**Run 1: clock wiring as the flow saved it**

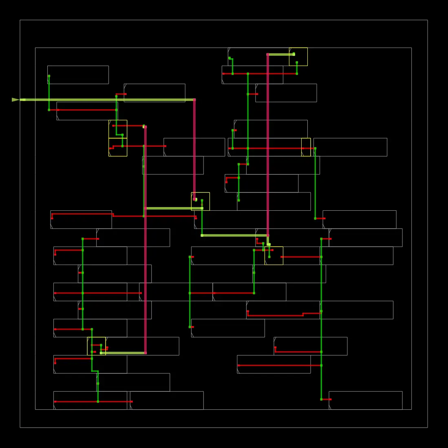
**Run 1: clock network drawn from the DEF**

Scale: 4 px per um.
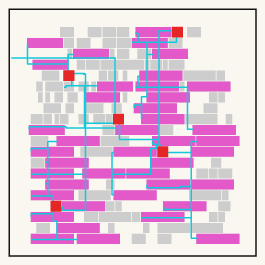
**Run 1: selected gate families**

Scale: 4 px per um.
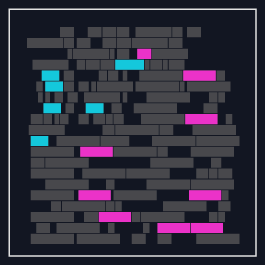
**Run 1: power grid**

Scale: 6 px per um. Pins as bars on the die edge.
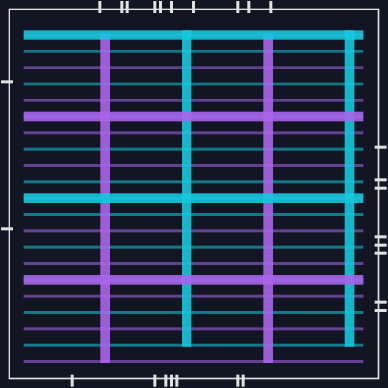
--- src/rtl/xy_input_buffer.sv ---
// rtl/xy_input_buffer.sv - per-port show-ahead packet FIFO for the mesh XY switch
// Head packet is presented combinationally from storage; sticky flags record misuse.
module xy_input_buffer #(
    parameter int DATA_WIDTH     = 8,
    parameter int FIFO_DEPTH_LOG = 2
) (
    input  logic                      clk_i,
    input  logic                      rst_i,
    input  logic [DATA_WIDTH-1:0]     data_i,
    input  logic                      wr_en_i,
    output logic                      rdy_o,
    output logic [DATA_WIDTH-1:0]     data_o,
    output logic                      vld_o,
    input  logic                      rd_en_i,
    output logic [FIFO_DEPTH_LOG:0]   count_o,
    output logic                      ovf_o,
    output logic                      udf_o
);
    localparam int DEPTH = 1 << FIFO_DEPTH_LOG;

    logic [DATA_WIDTH-1:0]     mem_q [DEPTH];
    logic [FIFO_DEPTH_LOG-1:0] wr_ptr_q, wr_ptr_d;
    logic [FIFO_DEPTH_LOG-1:0] rd_ptr_q, rd_ptr_d;
    logic [FIFO_DEPTH_LOG:0]   count_q, count_d;
    logic                      ovf_q, ovf_d;
    logic                      udf_q, udf_d;
    logic                      wr_acc;
    logic                      rd_acc;

    // Count never exceeds DEPTH, so its MSB alone marks the full state.
    assign rdy_o   = ~count_q[FIFO_DEPTH_LOG];
    assign vld_o   = (count_q != '0);
    assign wr_acc  = wr_en_i & rdy_o;
    assign rd_acc  = rd_en_i & vld_o;
    assign data_o  = vld_o ? mem_q[rd_ptr_q] : '0;
    assign count_o = count_q;
    assign ovf_o   = ovf_q;
    assign udf_o   = udf_q;

    always_comb begin
        wr_ptr_d = wr_ptr_q;
        rd_ptr_d = rd_ptr_q;
        count_d  = count_q;
        ovf_d    = ovf_q | (wr_en_i & ~rdy_o);
        udf_d    = udf_q | (rd_en_i & ~vld_o);
        if (wr_acc) begin
            wr_ptr_d = wr_ptr_q + FIFO_DEPTH_LOG'(1);
        end
        if (rd_acc) begin
            rd_ptr_d = rd_ptr_q + FIFO_DEPTH_LOG'(1);
        end
        case ({wr_acc, rd_acc})
            2'b10:   count_d = count_q + (FIFO_DEPTH_LOG+1)'(1);
            2'b01:   count_d = count_q - (FIFO_DEPTH_LOG+1)'(1);
            default: count_d = count_q;
        endcase
    end

    always_ff @(posedge clk_i or posedge rst_i) begin
        if (rst_i) begin
            wr_ptr_q <= '0;
            rd_ptr_q <= '0;
            count_q  <= '0;
            ovf_q    <= 1'b0;
            udf_q    <= 1'b0;
        end else begin
            wr_ptr_q <= wr_ptr_d;
            rd_ptr_q <= rd_ptr_d;
            count_q  <= count_d;
            ovf_q    <= ovf_d;
            udf_q    <= udf_d;
        end
    end

    // Storage is deliberately unreset; stale entries are unreachable once pointers clear.
    always_ff @(posedge clk_i) begin
        if (wr_acc) begin
            mem_q[wr_ptr_q] <= data_i;
        end
    end
endmodule
--- config.mk ---
export PLATFORM = sky130hd
export DESIGN_NAME = xy_input_buffer
export DESIGN_NICKNAME = d
export VERILOG_FILES = /design/src/rtl/xy_input_buffer.sv
export SDC_FILE = /design/constraint.sdc
export NUM_CORES = 1
export LEC_CHECK = 0
export CORE_MARGIN = 2
export CORE_UTILIZATION = 52
export DETAILED_ROUTE_END_ITERATION = 10
export PLACE_DENSITY = 0.78
export SYNTH_ARGS = -nofsm -noshare
export SYNTH_HDL_FRONTEND = slang
export SYNTH_SLANG_ARGS = --single-unit
export TNS_END_PERCENT = 30
--- constraint.sdc ---
create_clock -name clk_i -period 2.25 [get_ports clk_i]
set_input_delay 0.45 -clock clk_i [delete_from_list [all_inputs] [get_ports clk_i]]
set_output_delay 0.45 -clock clk_i [all_outputs]
set_load 0.02 [all_outputs]
==> results.tsv, run 1 <==
metric	value	unit
Area Growth Syn to Fin	20.7	%
endpoints failing hold	0	
Avg WL per Cell	15.9	um
dpl cells	166	
Critical R2R Launch	count_o[0]	
fin util	67.0	%
vias in the first global route	926	
DRT iter0 DRCs	19	
Top cell area share	56.3	%
P_comb	1.16	mW
# resized after CTS	33	
syn_area_per_cell	18.0	sq um
Layout clock buffers	5	
Die Width	61.3	um
hold slack final	0.358	ns
clk buf depth	2	
# Cells Yosys	95	
clock-cell share of area	2.37	%
Tightest Pin Transition	0.427	ns
Max VDD drop	0.000619	V
crit path kind	reg2out	
max-slew violations	0	
share of layout cells above drive strength 1	23.1	%
largest net degree at the start of global routing	13	
asr flop ratio synth	22.0	%
top cells by count	32 x edfxtp_1, 13 x and2_1, 9 x dfrtp_1	
post-synthesis cell area	0.00171	sq mm
fin nets	148	
Crit-path slowest cell	mux4_2	
run status	completed	
H-Tree Level Count	2	
combinational power share	44.7	%
PortBufs	26	
via count	862	
Power Clock	340	uW
Comb gate area	462	sq um
crit path to	data_o[6]	
FF+latch count	41	
number of signal-net buffers in the layout	32	
final antenna-violating net count	0	
Reg area	0.00119	sq mm
CP Depth	4	
worst clock skew	0.0125	ns
setup TNS	0	ns
top power group	combinational cells	
Placement Cell Area	0.00204	sq mm
Mux area share	11.1	%
gpl congestion	0.647	
Post-synth regs	41	
top cells, area	edfxtp_1 56%, dfrtp_1 13%, mux4_2 11%	
Floorplan Utilization	55.4	%
synthesized net count	113	
Tapcells	44	
Clock power frac	13.1	%
Cell Chain, Critical Path	buf_12 -> mux4_2 -> and2_4 -> buf_4	
met3 Track Usage GR	4.41	%
P_sw	918	uW
Detailed Routing Iterations Pass 1	4	
Worst setup EP type	output pin	
hpwl dp	2000	um
WL met1	1060	um
# diodes	0	
Post-Place Setup Slack	-0.0173	ns
Worst-path clk slew	0.11	ns
About 'clock wiring as the flow saved it':
Num Clock Sinks: 41
CTS Buf Count: 5

About 'clock network drawn from the DEF':
flip-flops: in magenta, count 41. clock-net drivers: in red, count 5. clock wires: in cyan, length 453 um.
There are 6 routed clock nets. Position of the flops: widely spread.

About 'selected gate families':
mux cells: in magenta, cells 9, most used mux4_2. fa/ha/maj cells: in cyan, cells 6, most used ha_1.

About 'power grid':
VDD: in cyan. VSS: in purple.
21 met1 rails follow the rows. 4 straps on met5. The core has 20 rows. 27 signal pins sit on the boundary.

**Run 1: metal layers overlaid**

Scale: 8 px per um.
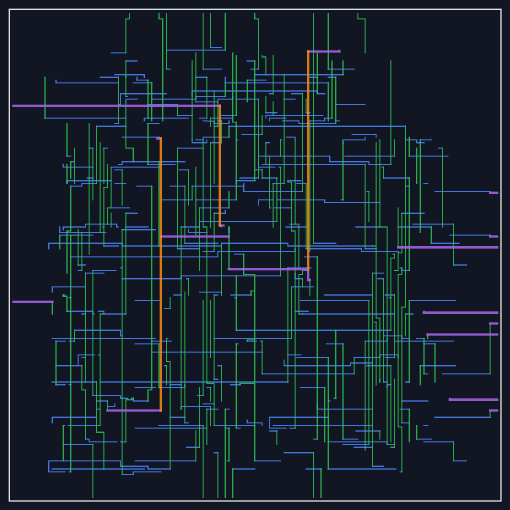

==> inputs of run 2 (changes only) <==
--- a/config.mk
+++ b/config.mk
@@ -5,10 +5,11 @@
 export SDC_FILE = /design/constraint.sdc
 export NUM_CORES = 1
 export LEC_CHECK = 0
+export CORE_ASPECT_RATIO = 0.9
 export CORE_MARGIN = 2
-export CORE_UTILIZATION = 52
+export CORE_UTILIZATION = 30
 export DETAILED_ROUTE_END_ITERATION = 10
-export PLACE_DENSITY = 0.78
+export PLACE_DENSITY = 0.5
 export SYNTH_ARGS = -nofsm -noshare
 export SYNTH_HDL_FRONTEND = slang
 export SYNTH_SLANG_ARGS = --single-unit
**Run 2: metal layers overlaid**

Scale: 6 px per um.
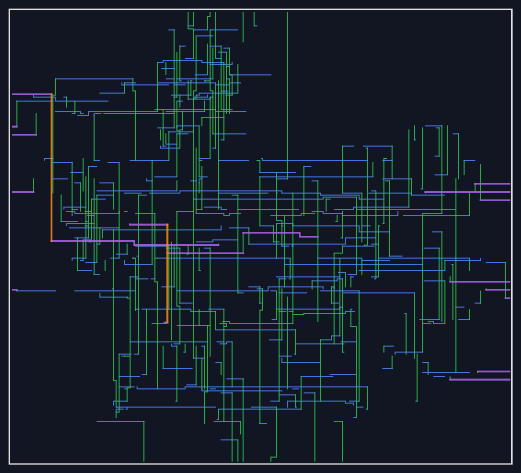
M1: in blue, wire length 1230 um. M3: in purple, wire length 130 um. M4: in orange, wire length 40.8 um. M2: in green, wire length 1570 um.

**Run 2: power grid**

Scale: 4 px per um. Pins as bars on the die edge.
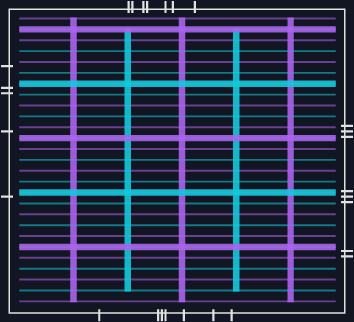
VDD: in cyan. VSS: in purple.
The core has 26 rows. 27 signal pins sit on the boundary.
core region area: 0.00560 sq mm
Die Width: 83.5 um
Max VDD drop: 0.000565 V
Die Height: 75.6 um

==> results.tsv, run 2 <==
metric	value	unit	change
post-synthesis compound-gate area fraction	1.32	%	
post-synthesis cell area	0.00171	sq mm	unchanged
dpl cells	196		+18%
Switching Fraction	32.7	%	
Comb gate area	459	sq um	-0.54%
total wire length	2970	um	
Yosys warnings	0		
number of signal-net buffers in the layout	35		+9.4%
final period utilization	92.9	%	
crit path to	data_o[7]		
crit path launch	rd_ptr_q[0]		
Log Warnings	29		
critical-path maximum fanout	8		
Post-CTS Hold Buffers	0		
unrepaired setup endpoints after global routing	false		
chip area	0.00631	sq mm	
Cell Type Count	21		
FF+latch count	41		unchanged
sequential power	1.10	mW	
main logic family after synthesis	multiplexers		
Tot GR Track Use	10.6	%	
# Cells Yosys	95		unchanged
hpwl dp	2100	um	+4.8%
combinational share of cell area	21.0	%	
Critical R2R Launch	count_o[0]		
r2r setup slk	0.21	ns	
Crit-path slowest cell	mux4_2		
P_comb	1.17	mW	about the same
max-slew violations	0		unchanged
Tapcells	70		+59%
clk buf depth	2		unchanged
gpl congestion	0.787		+22%
met3 WL	130	um	
Synth Area in Adders	4.84	%	
vias in the first global route	991		+7.0%
top power group	combinational cells		
Largest Register	mem_q		
H-Tree Level Count	2		unchanged
PortBufs	26		unchanged
Area Growth Syn to Fin	27.9	%	
setup TNS	0	ns	unchanged
met2 usage	19.2	%	
fin util	39.0	%	-28 points
CTS Buf Count	5		unchanged
Pleak	0.815	nW	
Post-synth EDFFs	32		
Cells after Synth	95		
R2R cell count	8		
most used routing layer	met2		
Mux area share	11.1	%	unchanged
syn_area_per_cell	18.0	sq um	unchanged
Clock power frac	20.7	%	+7.6 points
Num Clock Sinks	41		unchanged
worst r2r dst	count_o[2]		
Biggest Area Class	registers		
clock-cell share of area	5.33	%	+3.0 points
Detailed Routing Iterations Pass 1	4		unchanged
Top delay family on crit path	multiplexers		
Fillers	542		
Yosys Chip Area	0.00171	sq mm	
Reg area	0.00119	sq mm	unchanged
non-clk buf share	13.9	%	
most frequent cells in the layout	32 x edfxtp_1, 17 x clkdlybuf4s50_1, 13 x and2_1, 9 x dfrtp_1		
WL met1	1230	um	+16%
most common cell in the netlist	edfxtp_1		
Post-synth regs	41		unchanged
Avg WL per Cell	14.6	um	-8.1%
Critical Path RT	1.80	ns	
CP Depth	4		unchanged
Period minus WS final	2.09	ns	
final instance area	0.00218	sq mm	
Worst setup EP type	output pin		
top cells by count	32 x edfxtp_1, 13 x and2_1, 9 x dfrtp_1		
crit path kind	reg2out		
post-synthesis xor/xnor area fraction	3.08	%	
# diodes	0		unchanged
IO Pins	27		
Worst-path clk slew	0.07	ns	-0.04 ns
Cell Chain, Critical Path	buf_12 -> mux4_2 -> and2_1 -> clkbuf_2		
hold slack final	0.430	ns	+0.0720 ns
sequential area share after synthesis	69.5	%	
Commonest Layout Cell	edfxtp_1		
Seq/total area	54.4	%	
wire length on met2	1570	um	
via count	876		+1.6%
GR Overflow Total	0		
Placement Cell Area	0.00210	sq mm	+3.1%
DRT iter0 DRCs	44		+25
run status	completed		
DRC	0		
CP Launch Type	flop		
fin nets	151		+2.0%
pwr dens	1310	mW/mm^2	
largest net degree at the start of global routing	13		unchanged
combinational power share	40.9	%	-3.8 points
top_reg_cell synth	edfxtp_1		
post-CTS setup buffers	0		
met1 usage	11.9	%	
final antenna-violating net count	0		unchanged
P_sw	933	uW	+1.6%
fmax	478	MHz	
setup violators final	0		
Top cell area share	56.3	%	unchanged
initial antenna violation count	0		
asr flop ratio synth	22.0	%	unchanged
synthesized net count	113		unchanged
Floorplan Utilization	30.5	%	-25 points
# resized after CTS	17		-48%
met3 Track Usage GR	3.58	%	-0.84 points
final cell count without fillers	204		
post-layout total power	2.85	mW	
endpoints failing hold	0		unchanged
WP data arrival	1.64	ns	
top cells, area	edfxtp_1 56%, dfrtp_1 13%, mux4_2 11%		
Largest register FFs	32		
Post-Place Setup Slack	0.0578	ns	+0.0751 ns
post-synthesis simple-gate area fraction	6.52	%	
global-route wire length before repair	4890	um	
sequential share of power	38.4	%	
DR top layer	met4		
Tightest Pin Transition	0.446	ns	+0.0188 ns
WP buf/inv	2		
share of layout cells above drive strength 1	24.6	%	+1.5 points
leading area contributor after synthesis	edfxtp_1		
**Run 2: clock wiring as the flow saved it**

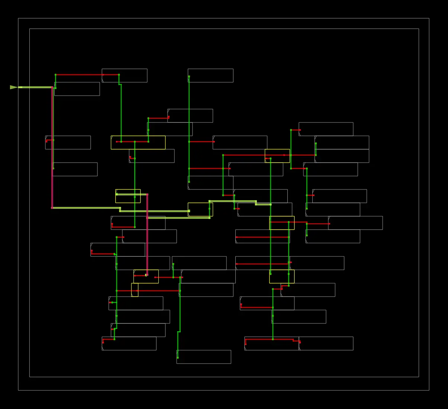
clock latency on the worst-skew pair: 0.28 ns
worst clock skew: 0.00306 ns
Power Clock: 592 uW
Layout clock buffers: 7

**Run 2: selected gate families**

Scale: 3 px per um.
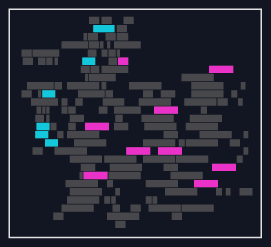

==> inputs of run 3 (changes only) <==
==> constraint.sdc (replaced) <==
create_clock -name clk_i -period 2.25 [get_ports clk_i]
set_input_delay 0.45 -clock clk_i [delete_from_list [all_inputs] [get_ports clk_i]]
set_output_delay 0.45 -clock clk_i [all_outputs]
set_load 0.01 [all_outputs]
**Run 3: selected gate families**

Scale: 3 px per um.
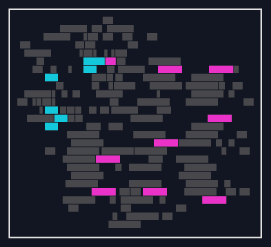
combinational share of cell area: 21.0%
Commonest Layout Cell: edfxtp_1

**Run 3: power grid**

Scale: 4 px per um. Pins as bars on the die edge.
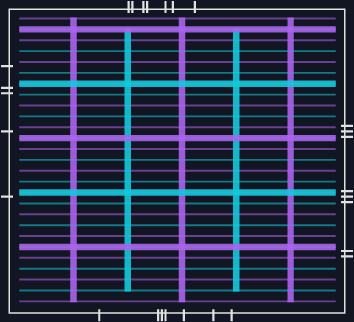
Max VDD drop: 0.000387 V

**Run 3: clock wiring as the flow saved it**

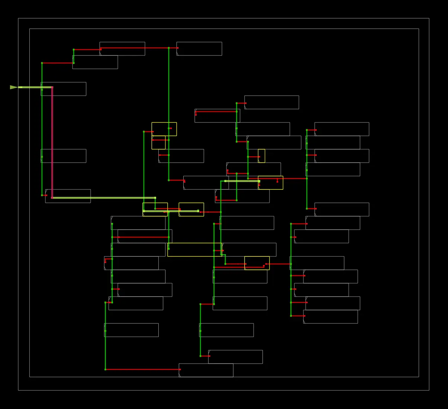
worst clock skew: 0.00441 ns
Layout clock buffers: 5
FF+latch count: 41

==> results.tsv, run 3 <==
metric	value	unit	change
post-layout total power	2.71	mW	-5.0%
WP buf/inv	2		unchanged
total wire length	2860	um	-3.8%
top power group	sequential cells		
Seq/total area	54.1	%	-0.22 points
final cell count without fillers	203		-0.49%
gpl congestion	0.741		-5.9%
global-route wire length before repair	4660	um	-4.5%
# diodes	0		unchanged
syn_area_per_cell	18.0	sq um	unchanged
top cells by count	32 x edfxtp_1, 13 x and2_1, 9 x dfrtp_1		
Avg WL per Cell	14.1	um	-3.3%
Tightest Pin Transition	0.455	ns	+0.00917 ns
via count	872		-0.46%
clock latency on the worst-skew pair	0.28	ns	about the same
crit path launch	rd_ptr_q[0]		
Critical Path RT	1.80	ns	about the same
Comb gate area	459	sq um	unchanged
post-synthesis xor/xnor area fraction	3.08	%	unchanged
Pleak	0.803	nW	-1.5%
WL met1	1250	um	+1.9%
Post-synth regs	41		unchanged
R2R cell count	8		unchanged
clk buf depth	2		unchanged
P_comb	1.06	mW	-9%
met2 usage	18.9	%	-0.27 points
Post-Place Setup Slack	0.0439	ns	-0.0139 ns
critical-path maximum fanout	8		unchanged
# resized after CTS	9		-8
Power Clock	561	uW	-5.2%
H-Tree Level Count	2		unchanged
main logic family after synthesis	multiplexers		
CP Launch Type	flop		
worst r2r dst	count_o[2]		
combinational power share	39.0	%	-1.9 points
synthesized net count	113		unchanged
endpoints failing hold	0		unchanged
final instance area	0.00219	sq mm	+0.40%
Floorplan Utilization	30.5	%	unchanged
most frequent cells in the layout	32 x edfxtp_1, 18 x clkdlybuf4s50_1, 13 x and2_1, 9 x dfrtp_1		
hpwl dp	1990	um	-5.1%
Worst setup EP type	output pin		
clock-cell share of area	5.03	%	-0.31 points
Top delay family on crit path	multiplexers		
largest net degree at the start of global routing	14		+1
Critical R2R Launch	count_o[0]		
run status	completed		
Synth Area in Adders	4.84	%	unchanged
Crit-path slowest cell	mux4_2		
max-slew violations	0		unchanged
Clock power frac	20.7	%	about the same
Num Clock Sinks	41		unchanged
met3 WL	83	um	-36%
fmax	463	MHz	-3.2%
DRC	0		unchanged
setup violators final	0		unchanged
most used routing layer	met2		
Tot GR Track Use	10.2	%	-0.37 points
Cell Chain, Critical Path	buf_12 -> mux4_2 -> and2_1 -> clkdlybuf4s15_1		
core region area	0.00560	sq mm	unchanged
top cells, area	edfxtp_1 56%, dfrtp_1 13%, mux4_2 11%		
setup TNS	0	ns	unchanged
share of layout cells above drive strength 1	20.3	%	-4.3 points
Log Warnings	29		unchanged
most common cell in the netlist	edfxtp_1		
non-clk buf share	14.5	%	+0.63 points
Placement Cell Area	0.00209	sq mm	-0.71%
r2r setup slk	0.24	ns	+0.03 ns
Cells after Synth	95		unchanged
Cell Type Count	21		unchanged
fin nets	150		-0.66%
sequential area share after synthesis	69.5	%	unchanged
met3 Track Usage GR	2.93	%	-0.65 points
dpl cells	194		-1.0%
Die Height	75.6	um	unchanged
fin util	39.2	%	+0.16 points
Yosys warnings	0		unchanged
hold slack final	0.432	ns	+0.00134 ns
Top cell area share	56.3	%	unchanged
Mux area share	11.1	%	unchanged
Detailed Routing Iterations Pass 1	4		unchanged
Post-synth EDFFs	32		unchanged
No activity file was given, so power comes from the tool's default toggle rates.
